==> run_1/ff_map.png <==
The bar under the picture is 50 um long.
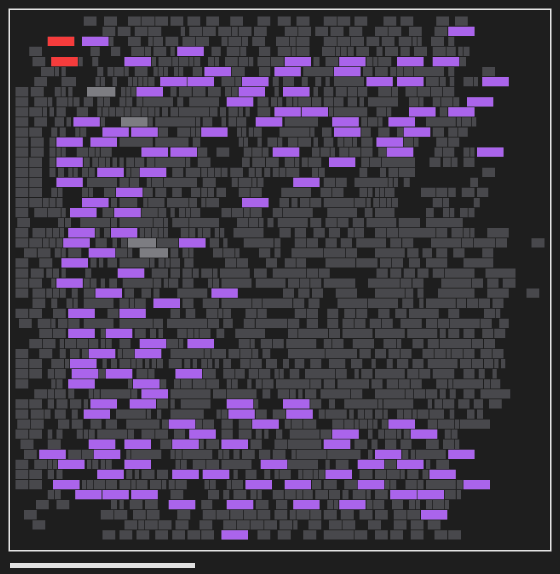
==> run_1/closeup.png <==
The bar under the picture is 10 um long. Window x 24 to 49, y 24 to 49 um. Cells in grey, sequential cells in the stronger grey; small squares are vias.
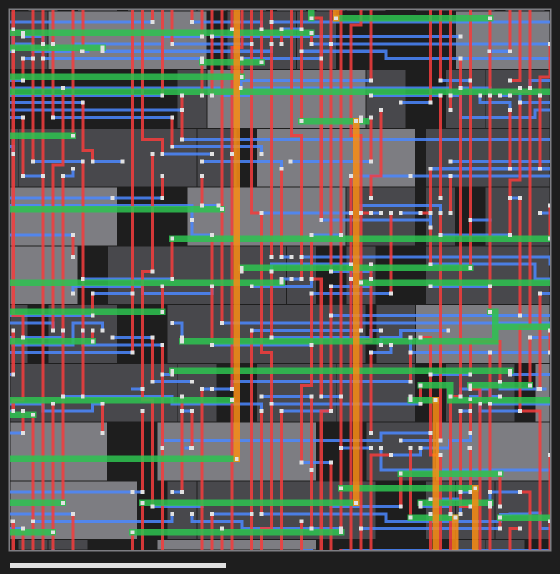
==> run_1/gates.png <==
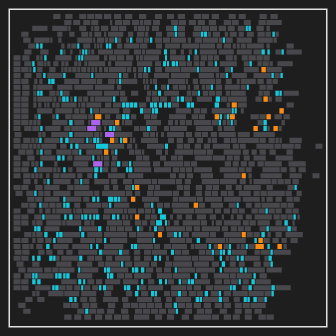
$ cat src/rtl/mix_cols_iter.sv
// mix_cols_iter: iterative AES MixColumns engine with a valid/ready handshake.
// A 128-bit state is latched on acceptance and transformed COLS_PER_CYC
// columns per cycle. Forward, inverse or bypass mode is chosen per block.
// Bypass rewrites the columns unchanged, so every mode has the same latency.
//
// Ports:
//   clk        rising-edge clock
//   rst        synchronous active-high reset
//   in_valid   din/mode valid            in_ready   engine can accept a block
//   mode       00 fwd, 01 inv, 1x bypass din        input state (column-major)
//   out_valid  dout valid                out_ready  downstream accepts dout
//   dout       result state, held while out_valid=1
module mix_cols_iter #(
    parameter int COLS_PER_CYC = 1
) (
    input  logic         clk,
    input  logic         rst,
    input  logic         in_valid,
    output logic         in_ready,
    input  logic [1:0]   mode,
    input  logic [127:0] din,
    output logic         out_valid,
    input  logic         out_ready,
    output logic [127:0] dout
);
    localparam int NSTEP = 4 / COLS_PER_CYC;
    localparam int CW    = (NSTEP > 1) ? $clog2(NSTEP) : 1;

    generate
        if (!(COLS_PER_CYC == 1 || COLS_PER_CYC == 2 || COLS_PER_CYC == 4)) begin : g_bad_cfg
            $error("mix_cols_iter: COLS_PER_CYC must be 1, 2 or 4");
        end
    endgenerate

    typedef enum logic [1:0] {IDLE, BUSY, DONE} state_e;

    state_e          state_q, state_d;
    logic [CW-1:0]   cnt_q, cnt_d;
    logic [127:0]    data_q, data_d;
    logic [1:0]      mode_q, mode_d;

    function automatic logic [7:0] xt(input logic [7:0] b);
        return {b[6:0], 1'b0} ^ (b[7] ? 8'h1b : 8'h00);
    endfunction

    // One column through the forward or inverse matrix. Inverse coefficients
    // are sums of the 2x/4x/8x xtime chain: 9=8+1, b=8+2+1, d=8+4+1, e=8+4+2.
    function automatic logic [31:0] mix_col(input logic [31:0] c, input logic inv);
        logic [7:0] a [4];
        logic [7:0] x2[4];
        logic [7:0] x4[4];
        logic [7:0] x8[4];
        logic [31:0] o;
        o = '0;
        for (int r = 0; r < 4; r++) begin
            a[r]  = c[31-8*r -: 8];
            x2[r] = xt(a[r]);
            x4[r] = xt(x2[r]);
            x8[r] = xt(x4[r]);
        end
        for (int r = 0; r < 4; r++) begin
            if (inv)
                o[31-8*r -: 8] = (x8[r] ^ x4[r] ^ x2[r])
                               ^ (x8[(r+1)&3] ^ x2[(r+1)&3] ^ a[(r+1)&3])
                               ^ (x8[(r+2)&3] ^ x4[(r+2)&3] ^ a[(r+2)&3])
                               ^ (x8[(r+3)&3] ^ a[(r+3)&3]);
            else
                o[31-8*r -: 8] = x2[r] ^ x2[(r+1)&3] ^ a[(r+1)&3]
                               ^ a[(r+2)&3] ^ a[(r+3)&3];
        end
        return o;
    endfunction

    always_comb begin
        int          idx;
        logic [31:0] col;
        state_d  = state_q;
        cnt_d    = cnt_q;
        data_d   = data_q;
        mode_d   = mode_q;
        in_ready = 1'b0;
        idx      = 0;
        col      = '0;
        unique case (state_q)
            IDLE: begin
                in_ready = 1'b1;
                if (in_valid) begin
                    data_d  = din;
                    mode_d  = mode;
                    cnt_d   = '0;
                    state_d = BUSY;
                end
            end
            BUSY: begin
                for (int j = 0; j < COLS_PER_CYC; j++) begin
                    idx = int'(cnt_q) * COLS_PER_CYC + j;
                    col = data_q[127-32*idx -: 32];
                    if (!mode_q[1])
                        col = mix_col(col, mode_q[0]);
                    data_d[127-32*idx -: 32] = col;
                end
                cnt_d = cnt_q + 1'b1;
                if (cnt_q == CW'(NSTEP - 1)) begin
                    cnt_d   = '0;
                    state_d = DONE;
                end
            end
            DONE: begin
                // The DONE cycle doubles as the acceptance slot for the next block.
                in_ready = out_ready;
                if (out_ready) begin
                    if (in_valid) begin
                        data_d  = din;
                        mode_d  = mode;
                        cnt_d   = '0;
                        state_d = BUSY;
                    end else begin
                        state_d = IDLE;
                    end
                end
            end
            default: state_d = IDLE;
        endcase
    end

    always_ff @(posedge clk) begin
        if (rst) begin
            state_q <= IDLE;
            cnt_q   <= '0;
            data_q  <= '0;
            mode_q  <= '0;
        end else begin
            state_q <= state_d;
            cnt_q   <= cnt_d;
            data_q  <= data_d;
            mode_q  <= mode_d;
        end
    end

    assign out_valid = (state_q == DONE);
    assign dout      = data_q;

endmodule

$ cat config.mk
export PLATFORM = sky130hd
export DESIGN_NAME = mix_cols_iter
export DESIGN_NICKNAME = d
export VERILOG_FILES = /design/src/rtl/mix_cols_iter.sv
export SDC_FILE = /design/constraint.sdc
export NUM_CORES = 1
export LEC_CHECK = 0
export CAP_MARGIN = 20
export CORE_UTILIZATION = 51
export DETAILED_ROUTE_END_ITERATION = 16
export PLACE_DENSITY = 0.82
export SKIP_LAST_GASP = 1
export SYNTH_ARGS = -nofsm -noshare
export SYNTH_HDL_FRONTEND = slang
export SYNTH_SLANG_ARGS = --single-unit
$ cat constraint.sdc
create_clock -name clk -period 4.8 [get_ports clk]
set_input_delay 1.2 -clock clk [delete_from_list [all_inputs] [get_ports clk]]
set_output_delay 1.2 -clock clk [all_outputs]
set_load 0.02 [all_outputs]
==> out/summary.rpt, run 1 <==
OUTCOME
---------------------------------------------------------------------------
Outcome ...................................................... finished, final reports clean

POWER
---------------------------------------------------------------------------
Fraction of power spent switching nets .......................        43.9%
Post-route total power .......................................      7.76 mW
Register share of total power ................................        18.1%
Maximum vdd drop .............................................     0.334 mV
Power per standard cell area .................................  559 nW/um^2

CRITICAL PATH
---------------------------------------------------------------------------
Cells traversed along the worst timing path .................. buf_4 -> mux4_2 -> xor2_2 -> or3_1 -> a41oi_1 -> nor2_1 -> o2111ai_2 -> mux2_2 -> o21ai_0
Cell with the largest stage delay on the worst path ..........      dfxtp_2
Cell depth of the worst flop-to-flop path ....................            9
Endpoint of the most critical register-to-register path ......     dout[52]
Critical Path Start Type .....................................    flip-flop
Start of the worst register-to-register path .................     cnt_q[0]
Maximum fanout along the worst path ..........................           16

FINISH
---------------------------------------------------------------------------
Area delta synth->final ......................................        31.6%
Area of the multi-input gates ................................   7330 sq um
Filler instances .............................................        1,554
Fraction of final layout cells sized beyond drive strength 1 .        9.74%
Post-route cell area ......................................... 13,900 sq um

FLOORPLANNING
---------------------------------------------------------------------------
Die boundary height ..........................................       146 um
Floorplan utilization ........................................        52.1%

GRT
---------------------------------------------------------------------------
Via count of the first global-routing pass ...................       10,700
Global-route wire length before repair .......................    64,200 um

ROUTING
---------------------------------------------------------------------------
First-pass detailed-route iteration total ....................            8
Routed length per placed instance ............................      25.4 um
Routed Antenna Nets ..........................................            0
Violation count after the first detailed-routing iteration ...        1,855

WORST HOLD PATH
---------------------------------------------------------------------------
End point of the most critical hold path .....................     dout[70]

YOSYS
---------------------------------------------------------------------------
Register bit count reported by yosys .........................          134
Post-Synthesis Cell Area ..................................... 10,600 sq um
Syn Inst Count ...............................................        1,185
Number of cell instances after yosys synthesis ...............        1,185
Yosys warning count ..........................................            0

STA
---------------------------------------------------------------------------
Clock skew after layout ......................................    0.0114 ns
Minimum clock period .........................................      4.22 ns
Slew HR ......................................................        25.1%
Hold violation total from the final report ...................            0

JOB
---------------------------------------------------------------------------
# Max-Cap Violations .........................................            0

PLACED DESIGN
---------------------------------------------------------------------------
HPWL after detailed placement ................................    30,300 um
Number of cells in the design after placement ................        1,637
Number of buffers inserted by port buffering .................          263
Placement-stage cell area .................................... 13,300 sq um

CLOCK TREE
---------------------------------------------------------------------------
CTS Buf Count ................................................           17
CTS tree .....................................................        built
Number of gates given a new drive strength after cts .........            0

Notes on ff_map.png above:
| colour | netlist name | sequential cells |
|---|---|---|
| purple | dout | 128 |
| red | state_q | 2 |
not coloured: 4
area occupied by registers: 2690 sq um
fraction of area in registers: 19.3%
seq pwr: 1.40 mW

Notes on closeup.png above:
| colour | layer |
|---|---|
| blue | M1 |
| orange | M4 |
| red | M2 |
| green | M3 |
cells with their middle in the window: 40
most frequent: dfxtp_1 (11), nor2_1 (6)
netlist names of flops here include: dout (11)
sequential cells in the window: 11

Notes on gates.png above:
| colour | family | cells |
|---|---|---|
| cyan | nor cells | 278 |
| purple | fa/ha/maj cells | 4 |
| orange | and/or cells | 25 |
fraction of area in multi-input gates: 52.8%
most numerous logic cell after layout: clkdlybuf4s50_1
Cell Count, Final, Fillers Out: 1,667

[run 1: worst max-delay path, delay by kind of cell (launching register included)]
family	cells	cell delay (ns)
AND/OR/NAND/NOR	2	0.55
multiplexers	2	1.13
flip-flops	1	0.70
XOR/XNOR	1	0.29
AND-OR/OR-AND	3	1.11
buffers and inverters	1	0.35
[run 1: routing by layer]
metal  global-route usage [%]  up-vias  part of all wire [%]
met1                     55.2     5282                    38
li1                         -     4754                     -
met4                     15.5        0                   3.6
met2                     60.2      977                    45
met3                     8.37      146                    14
met5                        0        -                     0
[run 1: area by class of cell]
class	count	share of cell area (%)
Timing Repair Buffer	299	20.9
Clock buffer	19	3.19
Inverter	9	0.243
Tap cell	270	2.43
Clock inverter	11	1.09
Multi-Input combinational cell	925	52.8
Sequential cell	134	19.3
[run 1: cells by family (layout without fill, tap and decap cells)]
logic type               count (synthesis)  after routing  synth area share, %
AND-OR/OR-AND                          292            292                 19.6
XOR/XNOR                               203            203                 24.8
adder cells (fa/ha/maj)                  4              4                0.474
buffers and inverters                  126            338                 5.44
flip-flops                             134            134                 25.4
multiplexers                            43             43                 7.90
AND/OR/NAND/NOR                        383            383                 16.4
[run 1: power by group through the flow]
stage	Combinational, mW	Sequential (mW)	Clock [mW]
2_1_floorplan	3.33	1.52	0
3_3_place_gp	4.74	1.42	0
3_5_place_dp	4.82	1.41	0
4_1_cts	4.87	1.39	1.36
5_1_grt	5.20	1.41	1.41
6_report	4.99	1.40	1.37
[run 1: state kept, by name, summed over array words and instances (netlist names)]
| register | cells |
|---|---|
| cnt_q | 2 |
| dout | 128 |
| state_q | 2 |
| mode_q | 2 |
[run 1: worst max-delay path by stage]
stage             start        to  slack (ns)
2_1_floorplan  cnt_q[0]   dout[3]        1.46
5_1_grt        cnt_q[0]  dout[52]        0.39
6_report       cnt_q[0]  dout[52]        0.58
4_1_cts        cnt_q[0]  dout[59]        0.59
3_5_place_dp   cnt_q[0]  dout[59]        0.63
3_3_place_gp   cnt_q[0]  dout[11]        0.77
[run 1: Yosys cell counts (12+ instances only)]
master | instances | area share, %
mux4_2 | 32 | 6.8
dfxtp_1 | 134 | 25
buf_2 | 12 | 0.57
a221oi_1 | 65 | 5.4
a211oi_1 | 37 | 2.6
a21oi_1 | 66 | 3.1
nor2_1 | 170 | 6.0
xnor3_1 | 42 | 9.0
o31a_1 | 12 | 1.0
o311ai_0 | 12 | 1.0
xnor2_1 | 109 | 9.0
o21ai_0 | 41 | 1.9
nand2_1 | 48 | 1.7
clkbuf_1 | 87 | 3.1
xor2_1 | 30 | 2.5
nor3_1 | 101 | 4.8
nand3_1 | 19 | 0.90
==> run_1/congestion_map.png <==
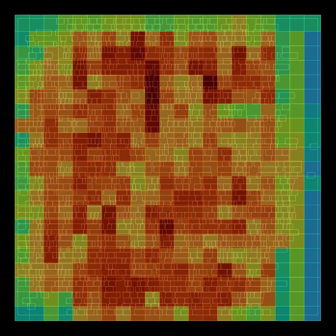

==> run 2, diff against run 1 <==
==> constraint.sdc (replaced) <==
create_clock -name clk -period 4.4 [get_ports clk]
set_input_delay 1.1 -clock clk [delete_from_list [all_inputs] [get_ports clk]]
set_output_delay 1.1 -clock clk [all_outputs]
set_load 0.02 [all_outputs]
==> run_2/congestion_map.png <==
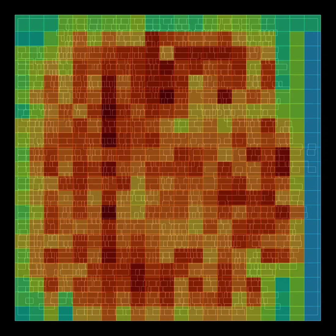
gr usage total: 40.6%
met2 demand-to-capacity share in global routing: 62.4%
busiest layer in global routing: met2
final design utilization: 69.9%

==> run_2/ff_map.png <==
The bar under the picture is 50 um long.
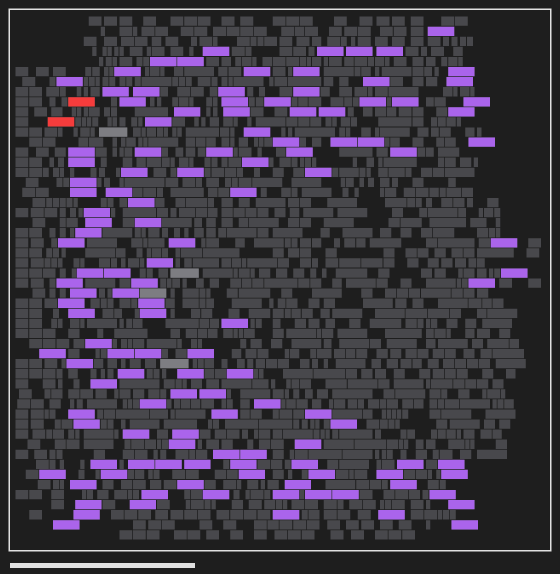
seq pwr: 1.53 mW
fraction of area in registers: 19.0%

==> run 2 against run 1 <==
Critical path type unchanged. Final cell count is 1.7% higher. Largest cell class unchanged. Global-route usage is 0.87 points higher. Area after synthesis did not move. Non-clock buffer count grew 23. Combinational power grew 13%. Die size stayed put. Count of clock-buffer cells in the layout stayed put. Wire length increased by 3.6%. First-iteration DRC count down 8.6%. Utilization grew 1.3 points. Final area up 1.8%. Clock skew grew 0.00061 ns.
==> out/summary.rpt, run 2 <==
YOSYS
-------------------------------------------------------------------------------------
Xor/xnor share of the synthesized area .................................        24.8%   unchanged
Syn Inst Count .........................................................        1,185   unchanged
Area fraction in compound gates ........................................        19.6%   unchanged
Yosys warning count ....................................................            0   unchanged
Post-synthesis share of cell area spent on and, or, nand and nor gates .        16.4%   unchanged
Number of cell instances after yosys synthesis .........................        1,185   unchanged
Top-area cell share ....................................................        25.4%   unchanged
Post-Synthesis Cell Area ............................................... 10,600 sq um   unchanged
Most common cell in the synthesized netlist ............................       nor2_1
Area share of fa/ha/maj cells after synthesis ..........................       0.474%   unchanged
Register bit count reported by yosys ...................................          134   unchanged
Area fraction in mux cells .............................................        7.90%   unchanged
Top area cells in the synthesized netlist .............................. dfxtp_1 25%, xnor2_1 9.0%, xnor3_1 9.0%, mux4_2 6.8%, nor2_1 6.0%

FINISH
-------------------------------------------------------------------------------------
Number of flip-flops under the largest register name ...................          128   unchanged
Fraction of final layout cells sized beyond drive strength 1 ...........        11.3%   +1.6 points
Filler instances .......................................................        1,491   -4.1%
Area delta synth->final ................................................        34.0%
Most numerous logic cell after layout .................................. clkdlybuf4s50_1

CRITICAL PATH
-------------------------------------------------------------------------------------
Critical Path Sink .....................................................     dout[42]
Cell depth of the worst flop-to-flop path ..............................           10   +1
Endpoint of the most critical register-to-register path ................     dout[42]
Start of the worst register-to-register path ...........................     cnt_q[0]
Critical Path Start Type ...............................................    flip-flop
Worst setup path start .................................................     cnt_q[0]

CLOCK TREE
-------------------------------------------------------------------------------------
CTS tree ...............................................................        built
CTS Buf Count ..........................................................           17   unchanged

GRT
-------------------------------------------------------------------------------------
Via count of the first global-routing pass .............................       10,800   +0.99%
Global-route wire length before repair .................................    65,300 um   +1.7%

STA
-------------------------------------------------------------------------------------
Slew HR ................................................................        24.8%   -0.23 points
Hold violation total from the final report .............................            0   unchanged
Minimum clock period ...................................................      3.95 ns   -0.269 ns

ROUTING
-------------------------------------------------------------------------------------
Routed Antenna Nets ....................................................            0   unchanged
Violation count after the first detailed-routing iteration .............        1,695   -8.6%
Routed length per placed instance ......................................      25.9 um   +1.9%

POWER
-------------------------------------------------------------------------------------
Maximum vdd drop .......................................................     0.396 mV   +19%
Power per standard cell area ...........................................  621 nW/um^2   +11%
Fraction of power spent switching nets .................................        43.5%   -0.35 points
Register share of total power ..........................................        17.4%   -0.7 points

PLACED DESIGN
-------------------------------------------------------------------------------------
Number of buffers inserted by port buffering ...........................          263   unchanged

OUTCOME
-------------------------------------------------------------------------------------
Outcome ................................................................ finished, final reports clean

FLOORPLANNING
-------------------------------------------------------------------------------------
Floorplan utilization ..................................................        52.1%   unchanged

JOB
-------------------------------------------------------------------------------------
# Max-Cap Violations ...................................................            0   unchanged

==> run 2: cell counts after synthesis <==
No cell type changed its count.
==> run 2: power by group through the flow <==
stage	Combinational (mW)	Sequential [mW]	Clock (mW)
finish	5.66	1.53	1.59
global route	5.88	1.54	1.63
floorplan	3.64	1.66	0
detailed placement	5.44	1.54	0
global placement	5.37	1.54	0
CTS	5.49	1.52	1.57
==> run 2: through the flow <==
stage               cells  utilization, %  setup WS (ns)  total power [mW]
global route         1693            69.9          0.229              9.04
detailed placement   1659            66.6          0.526              6.98
floorplan            1185               -           1.06              5.30
CTS                  1691            69.7          0.512              8.58
finish               1695            69.9          0.449              8.78
global placement     1659            66.6          0.649              6.91
==> run 2: logic make-up after synthesis <==
group / Yosys count
flip-flops: 134
multiplexers: 43
XOR/XNOR: 203
AND-OR/OR-AND: 292
buffers and inverters: 126
AND/OR/NAND/NOR: 383
adder cells (fa/ha/maj): 4
==> run 2: layer usage <==
| metal | part of all wire (%) | up-vias | global-route usage (%) | routed length (um) |
|---|---|---|---|---|
| li1 | - | 4806 | - | - |
| met1 | 37 | 5420 | 54.6 | 16200 |
| met2 | 45 | 1073 | 62.4 | 19700 |
| met3 | 14 | 174 | 8.59 | 5980 |
| met4 | 4.5 | 0 | 18.7 | 1980 |
| met5 | 0 | - | 0 | 0 |
==> run 2: final cells by class <==
class / instances / area (sq um) / share of cell area (%)
multi-input combinational: 925 / 7330 / 51.9
timing repair buffer: 322 / 3110 / 22.0
sequential: 134 / 2690 / 19.0
clock buffer: 19 / 443 / 3.13
tap: 270 / 338 / 2.39
clock inverter: 13 / 195 / 1.38
inverter: 9 / 33.8 / 0.239
antenna: 3 / 7.51 / 0.0531
==> run 2: how the worst min path moves through the flow <==
stage | from | to | slack [ns] | cells after the start
after CTS | dout[18] | dout[18] | 0.50 | 2
final | dout[18] | dout[18] | 0.51 | 2
after global placement | dout[74] | dout[74] | 0.49 | 2
after detailed placement | dout[74] | dout[74] | 0.49 | 2
after global routing | dout[18] | dout[18] | 0.53 | 2
after floorplan | state_q[1] | state_q[0] | 0.54 | 3
==> run 2: worst max-delay path: stages, from the launching register on <==
cell      delay (ns)
dfxtp_2         0.49
buf_12          0.22
buf_4           0.22
mux4_2          0.65
xnor3_1         0.64
xnor3_1         0.49
xnor3_1         0.22
nand2_1         0.06
a31oi_1         0.45
a221oi_1        0.16
nor3_1          0.24
Power and IR drop assume default switching activity.
